--- config.mk ---
export PLATFORM = sky130hd
export DESIGN_NAME = rv_uart_tx
export DESIGN_NICKNAME = d
export VERILOG_FILES = /design/src/rtl/rv_uart_tx.sv
export SDC_FILE = /design/constraint.sdc
export NUM_CORES = 1
export LEC_CHECK = 0
export CAP_MARGIN = 20
export CORE_MARGIN = 8
export CORE_UTILIZATION = 49
export DETAILED_ROUTE_END_ITERATION = 12
export GPL_TIMING_DRIVEN = 0
export PLACE_DENSITY_LB_ADDON = 0.2
export SLEW_MARGIN = 20
export SYNTH_ARGS = -nofsm -noshare
export SYNTH_HDL_FRONTEND = slang
export SYNTH_SLANG_ARGS = --single-unit
export TNS_END_PERCENT = 20
--- constraint.sdc ---
create_clock -name clk -period 2.6 [get_ports clk]
set_input_delay 0.52 -clock clk [delete_from_list [all_inputs] [get_ports clk]]
set_output_delay 0.52 -clock clk [all_outputs]
set_load 0.02 [all_outputs]
--- src/rtl/rv_uart_tx.sv ---
`default_nettype none
// ============================================================================
// rv_uart_tx : memory-mapped 8N1 UART transmitter with a small TX FIFO
// Revision   : 1.0 - initial release
// ============================================================================
module rv_uart_tx #(
  parameter int CLKS_PER_BIT = 16,
  parameter int FIFO_DEPTH   = 4
) (
  input  logic        clk,
  input  logic        reset,
  input  logic [31:0] daddr,
  input  logic [31:0] dout,
  input  logic        drw,
  output logic [31:0] rdata,
  output logic        tx
);

  localparam int                 PTR_W     = $clog2(FIFO_DEPTH);
  localparam int                 CNT_W     = PTR_W + 1;
  localparam logic [15:0]        BAUD_LOAD = 16'(CLKS_PER_BIT - 1);
  localparam logic [CNT_W-1:0]   DEPTH_C   = CNT_W'(FIFO_DEPTH);
  localparam logic [PTR_W-1:0]   PTR_ONE   = PTR_W'(1);
  localparam logic [CNT_W-1:0]   CNT_ONE   = CNT_W'(1);

  typedef enum logic [1:0] {
    ST_IDLE  = 2'd0,
    ST_START = 2'd1,
    ST_DATA  = 2'd2,
    ST_STOP  = 2'd3
  } state_t;

  state_t           state_q, state_d;
  logic             tx_q, tx_d;
  logic [31:0]      rdata_q, rdata_d;
  logic [15:0]      baud_q, baud_d;
  logic [7:0]       shift_q, shift_d;
  logic [2:0]       bit_idx_q, bit_idx_d;
  logic [PTR_W-1:0] wr_ptr_q, wr_ptr_d;
  logic [PTR_W-1:0] rd_ptr_q, rd_ptr_d;
  logic [CNT_W-1:0] count_q, count_d;
  logic             overflow_q, overflow_d;
  logic             wr_prev_q, wr_prev_d;
  logic [7:0]       mem_q [FIFO_DEPTH];
  logic [7:0]       mem_d [FIFO_DEPTH];

  logic        sel;
  logic        wr_now;
  logic        wr_evt;
  logic        data_wr;
  logic        stat_wr;
  logic        fifo_full;
  logic        fifo_empty;
  logic        push;
  logic        pop;
  logic [31:0] status;
  logic        unused_ok;

  assign sel        = (daddr[13:12] == 2'b10);
  assign wr_now     = drw & sel;
  assign wr_evt     = wr_now & ~wr_prev_q;
  assign data_wr    = wr_evt & ~daddr[2];
  assign stat_wr    = wr_evt & daddr[2];
  assign fifo_full  = (count_q == DEPTH_C);
  assign fifo_empty = (count_q == '0);
  assign push       = data_wr & ~fifo_full;
  assign wr_prev_d  = wr_now;
  assign unused_ok  = ^{daddr[31:14], daddr[11:3], daddr[1:0], dout[31:8]};

  // Count field is 4 bits wide; a 16-deep FIFO reports full via bit0 only.
  assign status = {24'd0, 4'(count_q), overflow_q, (state_q != ST_IDLE),
                   fifo_empty, fifo_full};

  always_comb begin
    rdata_d = '0;
    if (sel && daddr[2]) begin
      rdata_d = status;
    end
  end

  always_comb begin
    overflow_d = overflow_q;
    if (data_wr && fifo_full) begin
      overflow_d = 1'b1;
    end else if (stat_wr && dout[3]) begin
      overflow_d = 1'b0;
    end
  end

  always_comb begin
    state_d   = state_q;
    tx_d      = tx_q;
    baud_d    = baud_q;
    shift_d   = shift_q;
    bit_idx_d = bit_idx_q;
    pop       = 1'b0;
    unique case (state_q)
      ST_IDLE: begin
        tx_d = 1'b1;
        if (!fifo_empty) begin
          pop     = 1'b1;
          shift_d = mem_q[rd_ptr_q];
          baud_d  = BAUD_LOAD;
          state_d = ST_START;
          tx_d    = 1'b0;
        end
      end
      ST_START: begin
        if (baud_q == 16'd0) begin
          state_d   = ST_DATA;
          baud_d    = BAUD_LOAD;
          bit_idx_d = 3'd0;
          tx_d      = shift_q[0];
        end else begin
          baud_d = baud_q - 16'd1;
        end
      end
      ST_DATA: begin
        if (baud_q == 16'd0) begin
          baud_d = BAUD_LOAD;
          if (bit_idx_q == 3'd7) begin
            state_d = ST_STOP;
            tx_d    = 1'b1;
          end else begin
            // tx takes the next bit now, so the register shifts in step.
            bit_idx_d = bit_idx_q + 3'd1;
            shift_d   = {1'b0, shift_q[7:1]};
            tx_d      = shift_q[1];
          end
        end else begin
          baud_d = baud_q - 16'd1;
        end
      end
      ST_STOP: begin
        if (baud_q == 16'd0) begin
          state_d = ST_IDLE;
          tx_d    = 1'b1;
        end else begin
          baud_d = baud_q - 16'd1;
        end
      end
      default: begin
        state_d = ST_IDLE;
        tx_d    = 1'b1;
      end
    endcase
  end

  always_comb begin
    mem_d    = mem_q;
    wr_ptr_d = wr_ptr_q;
    rd_ptr_d = rd_ptr_q;
    count_d  = count_q;
    if (push) begin
      mem_d[wr_ptr_q] = dout[7:0];
      wr_ptr_d        = wr_ptr_q + PTR_ONE;
    end
    if (pop) begin
      rd_ptr_d = rd_ptr_q + PTR_ONE;
    end
    unique case ({push, pop})
      2'b10:   count_d = count_q + CNT_ONE;
      2'b01:   count_d = count_q - CNT_ONE;
      default: count_d = count_q;
    endcase
  end

  always_ff @(posedge clk) begin
    if (reset) begin
      state_q    <= ST_IDLE;
      tx_q       <= 1'b1;
      rdata_q    <= '0;
      baud_q     <= '0;
      shift_q    <= '0;
      bit_idx_q  <= '0;
      wr_ptr_q   <= '0;
      rd_ptr_q   <= '0;
      count_q    <= '0;
      overflow_q <= 1'b0;
      wr_prev_q  <= 1'b0;
      for (int i = 0; i < FIFO_DEPTH; i++) begin
        mem_q[i] <= '0;
      end
    end else begin
      state_q    <= state_d;
      tx_q       <= tx_d;
      rdata_q    <= rdata_d;
      baud_q     <= baud_d;
      shift_q    <= shift_d;
      bit_idx_q  <= bit_idx_d;
      wr_ptr_q   <= wr_ptr_d;
      rd_ptr_q   <= rd_ptr_d;
      count_q    <= count_d;
      overflow_q <= overflow_d;
      wr_prev_q  <= wr_prev_d;
      for (int i = 0; i < FIFO_DEPTH; i++) begin
        mem_q[i] <= mem_d[i];
      end
    end
  end

  assign tx    = tx_q;
  assign rdata = rdata_q;

endmodule
`default_nettype wire

==> run_1/pdn.png <==
The bar under the picture is 20 µm long. Pins as bars on the die edge. Tap cells in grey.
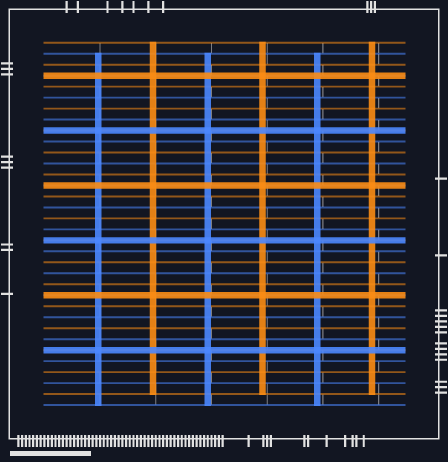
Blue stands for VSS. Orange stands for VDD.
100 signal pins sit on the boundary. The core has 33 rows.

==> run_1/cell_classes.png <==
The bar under the picture is 20 µm long.
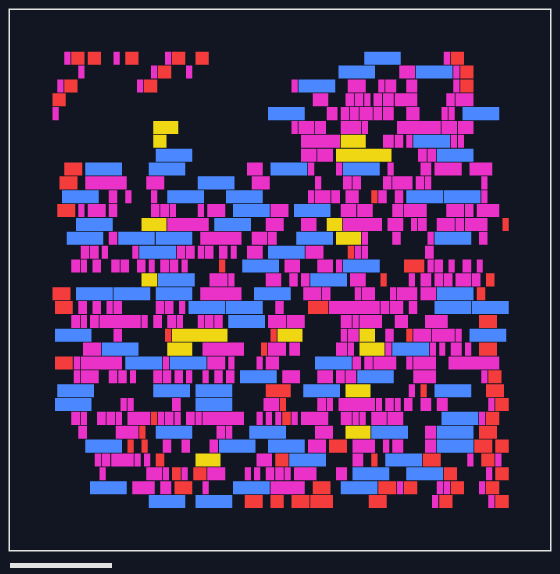
Yellow stands for clock drivers and dummy loads, cells 16. Magenta stands for all other logic, cells 332. Blue stands for flops, cells 78. Red stands for other buffers and delay cells, cells 71.

==> run_1/clock_map.png <==
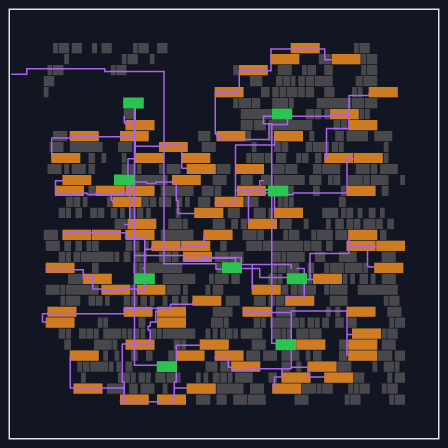
Purple stands for clock wires, length 1060 µm. Orange stands for flip-flops, count 78. Green stands for cells driving clock nets, count 9.
There are 10 routed clock nets.

==> run_1/metal_stack.png <==
The bar under the picture is 20 µm long. Only two layers are drawn.
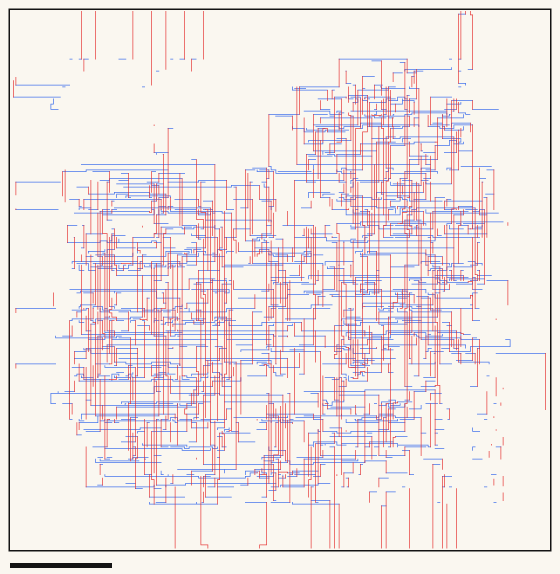
Red stands for met2, wire length 4310 µm. Blue stands for met1, wire length 4060 µm.
total length of routed wires: 8967 µm
total number of vias: 3247
drt wl/cell: 14.90 µm
total track usage: 0.1661

==> flow_summary.json, run 1 <==
{
  "status": "finished clean",
  "hold_path_class": "in -> reg",
  "fin_crit_ps": 2504,
  "ys_seq_frac": 0.3932,
  "ir_worst_vdd_v": 0.0004209,
  "grt_start_max_net_pins": 15,
  "power_switching_uw": 1905,
  "tightest_slew_ps": 747.8,
  "end_kind": "flop",
  "rrSetupSlack_ps": 240,
  "cp.arrival_ps": 2800,
  "path_max_fanout": 5,
  "cts_hold_buf": 0,
  "yosysWarnings": 0,
  "setup_ws_ps": 96.29,
  "cts_tree": "done",
  "yosys_area_um2": 3971,
  "die_h_um": 106.0,
  "fmax_ghz": 0.3994,
  "avgSynthCellArea_um2": 9.129,
  "pin_count": 100,
  "synthFlopType": "dfxtp_1",
  "p_leak_uw": 0.001796,
  "p_comb_frac": 0.459,
  "internal-power_uw": 2781,
  "ys_cells": 435,
  "ant_nets": 0,
  "drt-initial-drc-count": 121,
  "clk_path_buf_depth": 2,
  "synth_cell_types": 58,
  "grt_pass1_vias": 3096,
  "worst_r2r_path_depth": 10,
  "max_slew_margin": 0.4947,
  "antenna_found_initial": 0,
  "cp_slowest_cell": "clkdlybuf4s50_1",
  "whs_ps": 401.3,
  "r2r_start": "count_q[2]",
  "cpPeakStageDelay_ps": 430,
  "synth_cells": 435,
  "dp.final_hpwl_um": 6277,
  "vias_per_cell": 5.394,
  "common_cells": "dfxtp_1, a21oi_1, nand2_1",
  "final_core_util": 0.5795,
  "crit_buf_inv": 4,
  "cts_made_buffers": 9,
  "gr-total-overflow": 0
}
-- run 1: logic make-up after synthesis --
family | synth area share
AOI/OAI and AO/OA | 0.1295
buffers and inverters | 0.09042
and+or+nand+nor | 0.2250
DFF | 0.3932
muxes | 0.09074
other | 0.0009443
xor gates and xnor gates | 0.02426
adders and majority gates | 0.04600
-- run 1: power groups by stage --
stage               sequential (µW)  clock, µW  combinational (µW)
global route                   1500       1130                2410
CTS                            1470       1070                2130
detailed placement             1500          0                2120
global placement               1500          0                2090
finish                         1480       1060                2150
floorplan                      1480          0                1720
-- run 1: final cells by class --
cell class	instances	area, µm²	area share
multi-input cells	316	2155	0.4618
clock buffers	10	137.6	0.02950
well taps	105	131.4	0.02816
flip-flops and latches	78	1562	0.3347
clock inverters	6	93.84	0.02011
repair buffers	22	217.7	0.04666
plain buffers	49	309.0	0.06624
inverters	16	60.06	0.01287
-- run 1: per-stage QoR --
step / power, µW / instances
6_report: 4686 / 602
3_5_place_dp: 3622 / 584
2_1_floorplan: 3203 / 459
3_3_place_gp: 3582 / 584
4_1_cts: 4680 / 601
5_1_grt: 5038 / 602
-- run 1: worst max-delay path by stage --
stage | to | from | depth (start not counted)
5_1_grt | count_q[2] | daddr[13] | 11
6_report | count_q[2] | daddr[13] | 11
3_3_place_gp | count_q[2] | daddr[12] | 11
2_1_floorplan | count_q[2] | daddr[13] | 10
4_1_cts | count_q[2] | daddr[12] | 11
3_5_place_dp | count_q[2] | daddr[12] | 11
-- run 1: flip-flops by register name, summed over array words and instances (netlist names), 3 cells and up --
| register | count |
|---|---|
| rdata | 7 |
| mem_q | 32 |
| count_q | 3 |
| shift_q | 8 |
| baud_q | 16 |
| bit_idx_q | 3 |
-- run 1: metal layers --
layer,vias to the layer above,routed length (µm),global-route usage
li1,1603,-,-
met1,1562,4062,0.2027
met2,71,4306,0.2752
met3,11,431,0.03267
met4,0,167,0.07940
met5,-,0,0
-- run 1: layout by cell type (no fill, tap or decap), types with 3 or more instances in the layout --
cell type and n:
nand4_1 7, buf_2 5, nor2_1 38, mux2i_1 18, a31o_2 5, and2_1 9
a31o_1 3, conb_1 25, a211oi_1 3, ha_1 12, dfxtp_1 78, clkdlybuf4s50_1 19
mux4_2 8, clkbuf_8 11, a21oi_1 41, nor3_1 10, nand2_1 40, clkbuf_1 14
buf_4 27, xnor2_1 3, inv_1 16, xor2_1 8, o21ai_0 9, nand3_1 32
-- run 1: timing repair --
item	CTS	global route
setup endpoints to repair	2	2
pin swaps	0	1
endpoints found under the hold margin	0	0
resized	3	4
buffers inserted	1	1
## Run 2: what changed since run 1
Settings changed: CTS_BUF_LIST set to sky130_fd_sc_hd__clkbuf_4 sky130_fd_sc_hd__clkbuf_8 sky130_fd_sc_hd__clkbuf_16, SKIP_LAST_GASP set to 1, SLEW_MARGIN 20 to not set.
==> run_2/final_placement.png <==
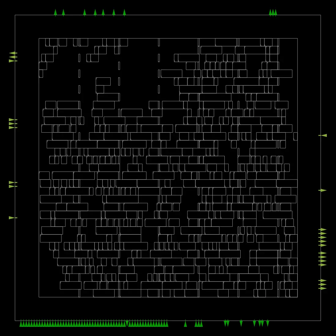
fill count: 723
Seq/total area: 0.3347
Site Rows: 33
Final Util: 0.5795
Finished Layout Cells: 602

==> run_2/metal_stack.png <==
The bar under the picture is 20 µm long. Only two layers are drawn.
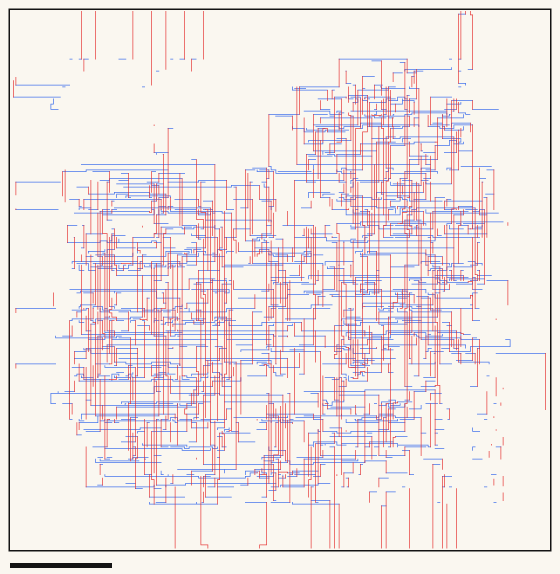
Red stands for met2, wire length 4310 µm. Blue stands for met1, wire length 4060 µm.

==> run 2 against run 1 <==
Compared with the run above: area after synthesis stayed put; design area stayed put; clock skew stayed put; core utilization stayed put; register-to-register slack hardly changed; setup slack stayed put; total power stayed put; die size stayed put; via count stayed put; first-iteration DRC count stayed put; count of clock-buffer cells in the layout stayed put; largest cell class unchanged.
==> flow_summary.json, run 2 <==
{
  "status": "finished clean",
  "end_kind": "flop",
  "design_area_um2": 4666,
  "regMostFlops": "mem_q",
  "vias_per_cell": 5.394,
  "cts_made_buffers": 9,
  "dp.final_hpwl_um": 6277,
  "cts_tree": "done",
  "yosysWarnings": 0,
  "grt_start_max_net_pins": 15,
  "final_cell_mix": "dfxtp_1, a21oi_1, nand2_1",
  "clk_path_buf_depth": 2,
  "synth_cell_types": 58,
  "finalWirelength_um": 8967,
  "hold_path_class": "in -> reg",
  "grt_usage": 0.1661,
  "worst_r2r_path_depth": 10,
  "common_cells": "dfxtp_1, a21oi_1, nand2_1",
  "drt-initial-drc-count": 121,
  "rrSetupSlack_ps": 240,
  "ys_seq_frac": 0.3932,
  "largest_reg_flops": 32,
  "p_leak_uw": 0.001796,
  "cpPeakStageDelay_ps": 430,
  "worstSetupEndpoint": "count_q[2]",
  "io_buffers": 20,
  "cp.arrival_ps": 2800,
  "fin_crit_ps": 2504,
  "pin_count": 100,
  "wl_per_cell_um": 14.90,
  "avgSynthCellArea_um2": 9.129,
  "largest_registers": "mem_q (32), baud_q (16), shift_q (8)",
  "yosys_area_um2": 3971,
  "vias": 3247,
  "gr-total-overflow": 0,
  "antenna_found_initial": 0,
  "r2r_end": "count_q[2]",
  "ys_cells": 435,
  "fmax_ghz": 0.3994,
  "cp_slowest_cell": "clkdlybuf4s50_1",
  "ant_nets": 0,
  "startpoint": "daddr[13]",
  "synthFlopType": "dfxtp_1"
}
==> run_2/pdn.png <==
The bar under the picture is 20 µm long. Pins as bars on the die edge. Tap cells in grey.
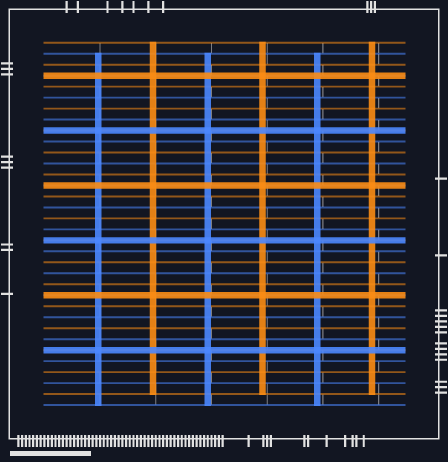
Blue stands for VSS. Orange stands for VDD.
34 met1 rails follow the rows. 105 tap cells. 100 signal pins sit on the boundary. 6 straps on met4. 6 straps on met5.
Die Width: 106.0 µm
Die Y: 106.0 µm
VDD IR-drop max: 0.0004209 V
core area: 8051 µm²

## run 2: kinds of logic (layout without fill, tap and decap cells)
| logic type | Yosys count | count (layout) | synth area share |
|---|---|---|---|
| AND/OR/NAND/NOR | 163 | 163 | 0.2250 |
| adder cells (fa/ha/maj) | 14 | 14 | 0.04600 |
| XOR/XNOR | 11 | 11 | 0.02426 |
| multiplexers | 26 | 26 | 0.09074 |
| other | 1 | 25 | 0.0009443 |
| buffers and inverters | 65 | 103 | 0.09042 |
| AND-OR/OR-AND | 77 | 77 | 0.1295 |
| flip-flops | 78 | 78 | 0.3932 |
## run 2: area by class of cell
cell class              count  area, µm²
fillers                   723       3386
multi-input cells         316       2155
flip-flops and latches     78       1562
plain buffers              49      309.0
repair buffers             22      217.7
clock buffers              10      137.6
well taps                 105      131.4
clock inverters             6      93.84
inverters                  16      60.06
## run 2: routing by layer
metal  vias to the layer above  part of all wire  GRT usage
met5                         -                 0          0
met4                         0             0.019    0.07940
met3                        11             0.048    0.03267
met2                        71              0.48     0.2752
met1                      1562              0.45     0.2027
li1                       1603                 -          -
## run 2: critical path: cells and delay by family
family,cells,cell delay [ps]
xor+xnor,1,160
buf+inv,4,680
fa+ha+maj,2,550
simple gates,3,730
compound gates,1,140
## run 2: stage by stage
step / power, µW / hold WS [ps] / utilization / instances
2_1_floorplan: 3203 / 433.1 / - / 459
3_3_place_gp: 3582 / 440.2 / 0.5456 / 584
3_5_place_dp: 3622 / 446.5 / 0.5456 / 584
4_1_cts: 4680 / 459.8 / 0.5765 / 601
5_1_grt: 5038 / 404.5 / 0.5795 / 602
6_report: 4686 / 401.3 / 0.5795 / 602
## run 2: timing repair
item	4_1_cts	5_1_grt
hold buffers	0	0
resized	3	4
pin swaps	0	1
buffers inserted	1	1
setup endpoints to repair	2	2
hold endpoints to repair	0	0
## run 2: how the worst min path moves through the flow
stage	start	to
2_1_floorplan	mem_q[10]	mem_q[10]
5_1_grt	daddr[12]	wr_prev_q
3_3_place_gp	mem_q[27]	mem_q[27]
4_1_cts	mem_q[15]	mem_q[15]
6_report	daddr[12]	wr_prev_q
3_5_place_dp	mem_q[15]	mem_q[15]
## run 2: report_power, final
part           internal (µW)  switching [µW]
logic                    878            1270
registers               1330             149
clock network            573             482
total                   2780            1900
## Run 3: what changed since run 2
Settings changed: TNS_END_PERCENT 20 to 100.
==> run_3/pdn.png <==
The bar under the picture is 20 µm long. Pins as bars on the die edge. Tap cells in grey.
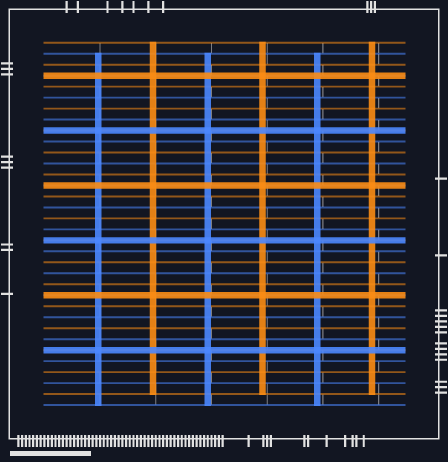
Blue stands for VSS. Orange stands for VDD.
6 straps on met5. 100 signal pins sit on the boundary. 6 straps on met4. 34 met1 rails follow the rows. The core has 33 rows.

==> run_3/metal_stack.png <==
The bar under the picture is 20 µm long. Only two layers are drawn.
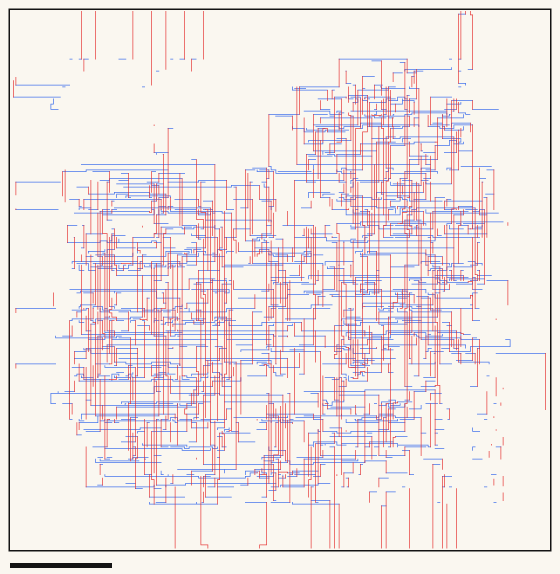
Red stands for met2, wire length 4310 µm. Blue stands for met1, wire length 4060 µm.

==> run 3 against run 2 <==
Compared with the run above: combinational power about the same; cell count is the same; design area is the same; count of clock-buffer cells in the layout did not move; global-route usage did not move; clock power is essentially flat; total power stayed put; sequential share of layout area did not move; largest power group unchanged.
==> flow_summary.json, run 3 <==
{
  "die_h_um": 106.0,
  "synthFlopType": "dfxtp_1",
  "path_max_fanout": 5,
  "common_cells": "dfxtp_1, a21oi_1, nand2_1",
  "io_buffers": 20,
  "floorplan.core_util": 0.4932,
  "grt_start_max_net_pins": 15,
  "grt_usage": 0.1661,
  "max_slew_margin": 0.4947,
  "fmax_ghz": 0.3994,
  "rows": 33,
  "pin_count": 100,
  "ys_seq_frac": 0.3932,
  "regMostFlops": "mem_q",
  "htreeDepth": 3,
  "status": "finished clean",
  "avgSynthCellArea_um2": 9.129,
  "synth_cells": 435,
  "vias": 3247,
  "drt-initial-drc-count": 121,
  "vias_per_cell": 5.394,
  "yosys_area_um2": 3971,
  "ys_cells": 435,
  "edf_count": 0,
  "ir_worst_vdd_v": 0.0004209,
  "startpoint_type": "input pin",
  "place_ws_ps": -646.9,
  "drive_above_1_share": 0.1690,
  "grt_use_met3": 0.03267,
  "clock-sinks": 78,
  "cp_slowest_cell": "clkdlybuf4s50_1",
  "min_from": "daddr[12]",
  "fin_crit_ps": 2504,
  "yosysWarnings": 0,
  "synth_cell_types": 58,
  "finalWirelength_um": 8967,
  "met1_usage": 0.2027,
  "use_met2": 0.2752,
  "p_leak_uw": 0.001796,
  "lay_top_count": "dfxtp_1",
  "cpPeakStageDelay_ps": 430,
  "setup_tns_ps": 0,
  "gr-total-overflow": 0,
  "cts_tree": "done",
  "worstPathCellList": "clkdlybuf4s50_1 > and4bb_2 > nor3b_4 > clkbuf_8 > inv_1 > ha_2 > inv_1 > fa_1 > xor2_1 > or3_1 > a21oi_1",
  "cp.arrival_ps": 2800,
  "hold_path_class": "in -> reg",
  "ant_nets": 0,
  "grt_busiest_layer": "met2",
  "cts_made_buffers": 9,
  "startpoint": "daddr[13]",
  "whs_ps": 401.3,
  "die_x_um": 106.0,
  "setup_ws_ps": 96.29,
  "criticalPathCategory": "in -> reg",
  "wl_per_cell_um": 14.90,
  "grt_pass1_vias": 3096,
  "final_cell_mix": "dfxtp_1, a21oi_1, nand2_1",
  "antenna_found_initial": 0,
  "yosys.area.top_type": "dfxtp_1",
  "end_kind": "flop",
  "core_um2": 8051,
  "largest_registers": "mem_q (32), baud_q (16), shift_q (8)",
  "drv_cap": 0,
  "final_core_util": 0.5795,
  "r2r_start": "count_q[2]",
  "tightest_slew_ps": 747.8,
  "dp.final_hpwl_um": 6277,
  "total_power_uw": 4686,
  "clk_path_buf_depth": 2,
  "largest_reg_flops": 32
}
==> run_3/cell_classes.png <==
The bar under the picture is 20 µm long.
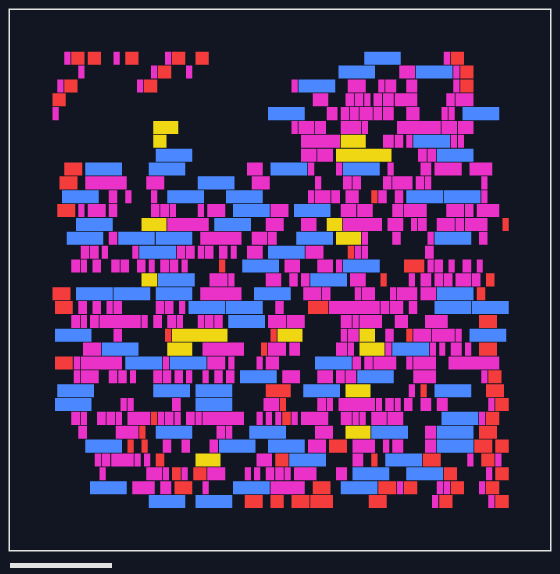
Magenta stands for all other logic, cells 332. Red stands for other buffers and delay cells, cells 71. Yellow stands for clock drivers and dummy loads, cells 16. Blue stands for flops, cells 78.
post-route cell area: 4666 µm²

run 3: cell families (layout without fill, tap and decap cells):
logic type	count (synthesis)	count (layout)	synth area share
AND-OR/OR-AND	77	77	0.1295
adder cells (fa/ha/maj)	14	14	0.04600
flip-flops	78	78	0.3932
other	1	25	0.0009443
buffers and inverters	65	103	0.09042
multiplexers	26	26	0.09074
AND/OR/NAND/NOR	163	163	0.2250
XOR/XNOR	11	11	0.02426
run 3: per-layer routing:
| metal | share of wire | vias to the layer above |
|---|---|---|
| met2 | 0.48 | 71 |
| met4 | 0.019 | 0 |
| li1 | - | 1603 |
| met3 | 0.048 | 11 |
| met1 | 0.45 | 1562 |
| met5 | 0 | - |
run 3: power breakdown:
part / internal [µW] / switching (µW) / total, µW
Clock: 573 / 482 / 1060
Combinational: 878 / 1270 / 2150
Sequential: 1330 / 149 / 1480
Total: 2780 / 1900 / 4690
run 3: final cells by class:
| class | count | area, µm² |
|---|---|---|
| Buffer | 49 | 309.0 |
| Clock inverter | 6 | 93.84 |
| Multi-Input combinational cell | 316 | 2155 |
| Fill cell | 723 | 3386 |
| Tap cell | 105 | 131.4 |
| Clock buffer | 10 | 137.6 |
| Sequential cell | 78 | 1562 |
| Timing Repair Buffer | 22 | 217.7 |
| Inverter | 16 | 60.06 |
run 3: worst max-delay path, delay by kind of cell:
kind,cells,cell delay (ps)
simple gates,3,730
buf+inv,4,680
fa+ha+maj,2,550
xor+xnor,1,160
compound gates,1,140
run 3: through the flow:
stage | area [µm²] | instances
6_report | 4666 | 602
5_1_grt | 4666 | 602
4_1_cts | 4642 | 601
3_5_place_dp | 4393 | 584
3_3_place_gp | 4393 | 584
2_1_floorplan | 4061 | 459
run 3: worst paths after layout:
kind | end | slack [ps] | cells after the start
setup reg to reg | count_q[2] | 240 | 10
hold / removal | wr_prev_q | 400 | 2
setup / recovery | count_q[2] | 100 | 11
hold reg to reg | mem_q[14] | 460 | 2
run 3: what timing repair did:
| action | 4_1_cts | 5_1_grt |
|---|---|---|
| setup buffers | 1 | 1 |
| setup endpoints to repair | 2 | 2 |
| pin swaps | 0 | 1 |
| cloned | 0 | 0 |
| gates resized | 3 | 4 |
| hold buffers | 0 | 0 |
Power is estimated from default activity; no workload was simulated.
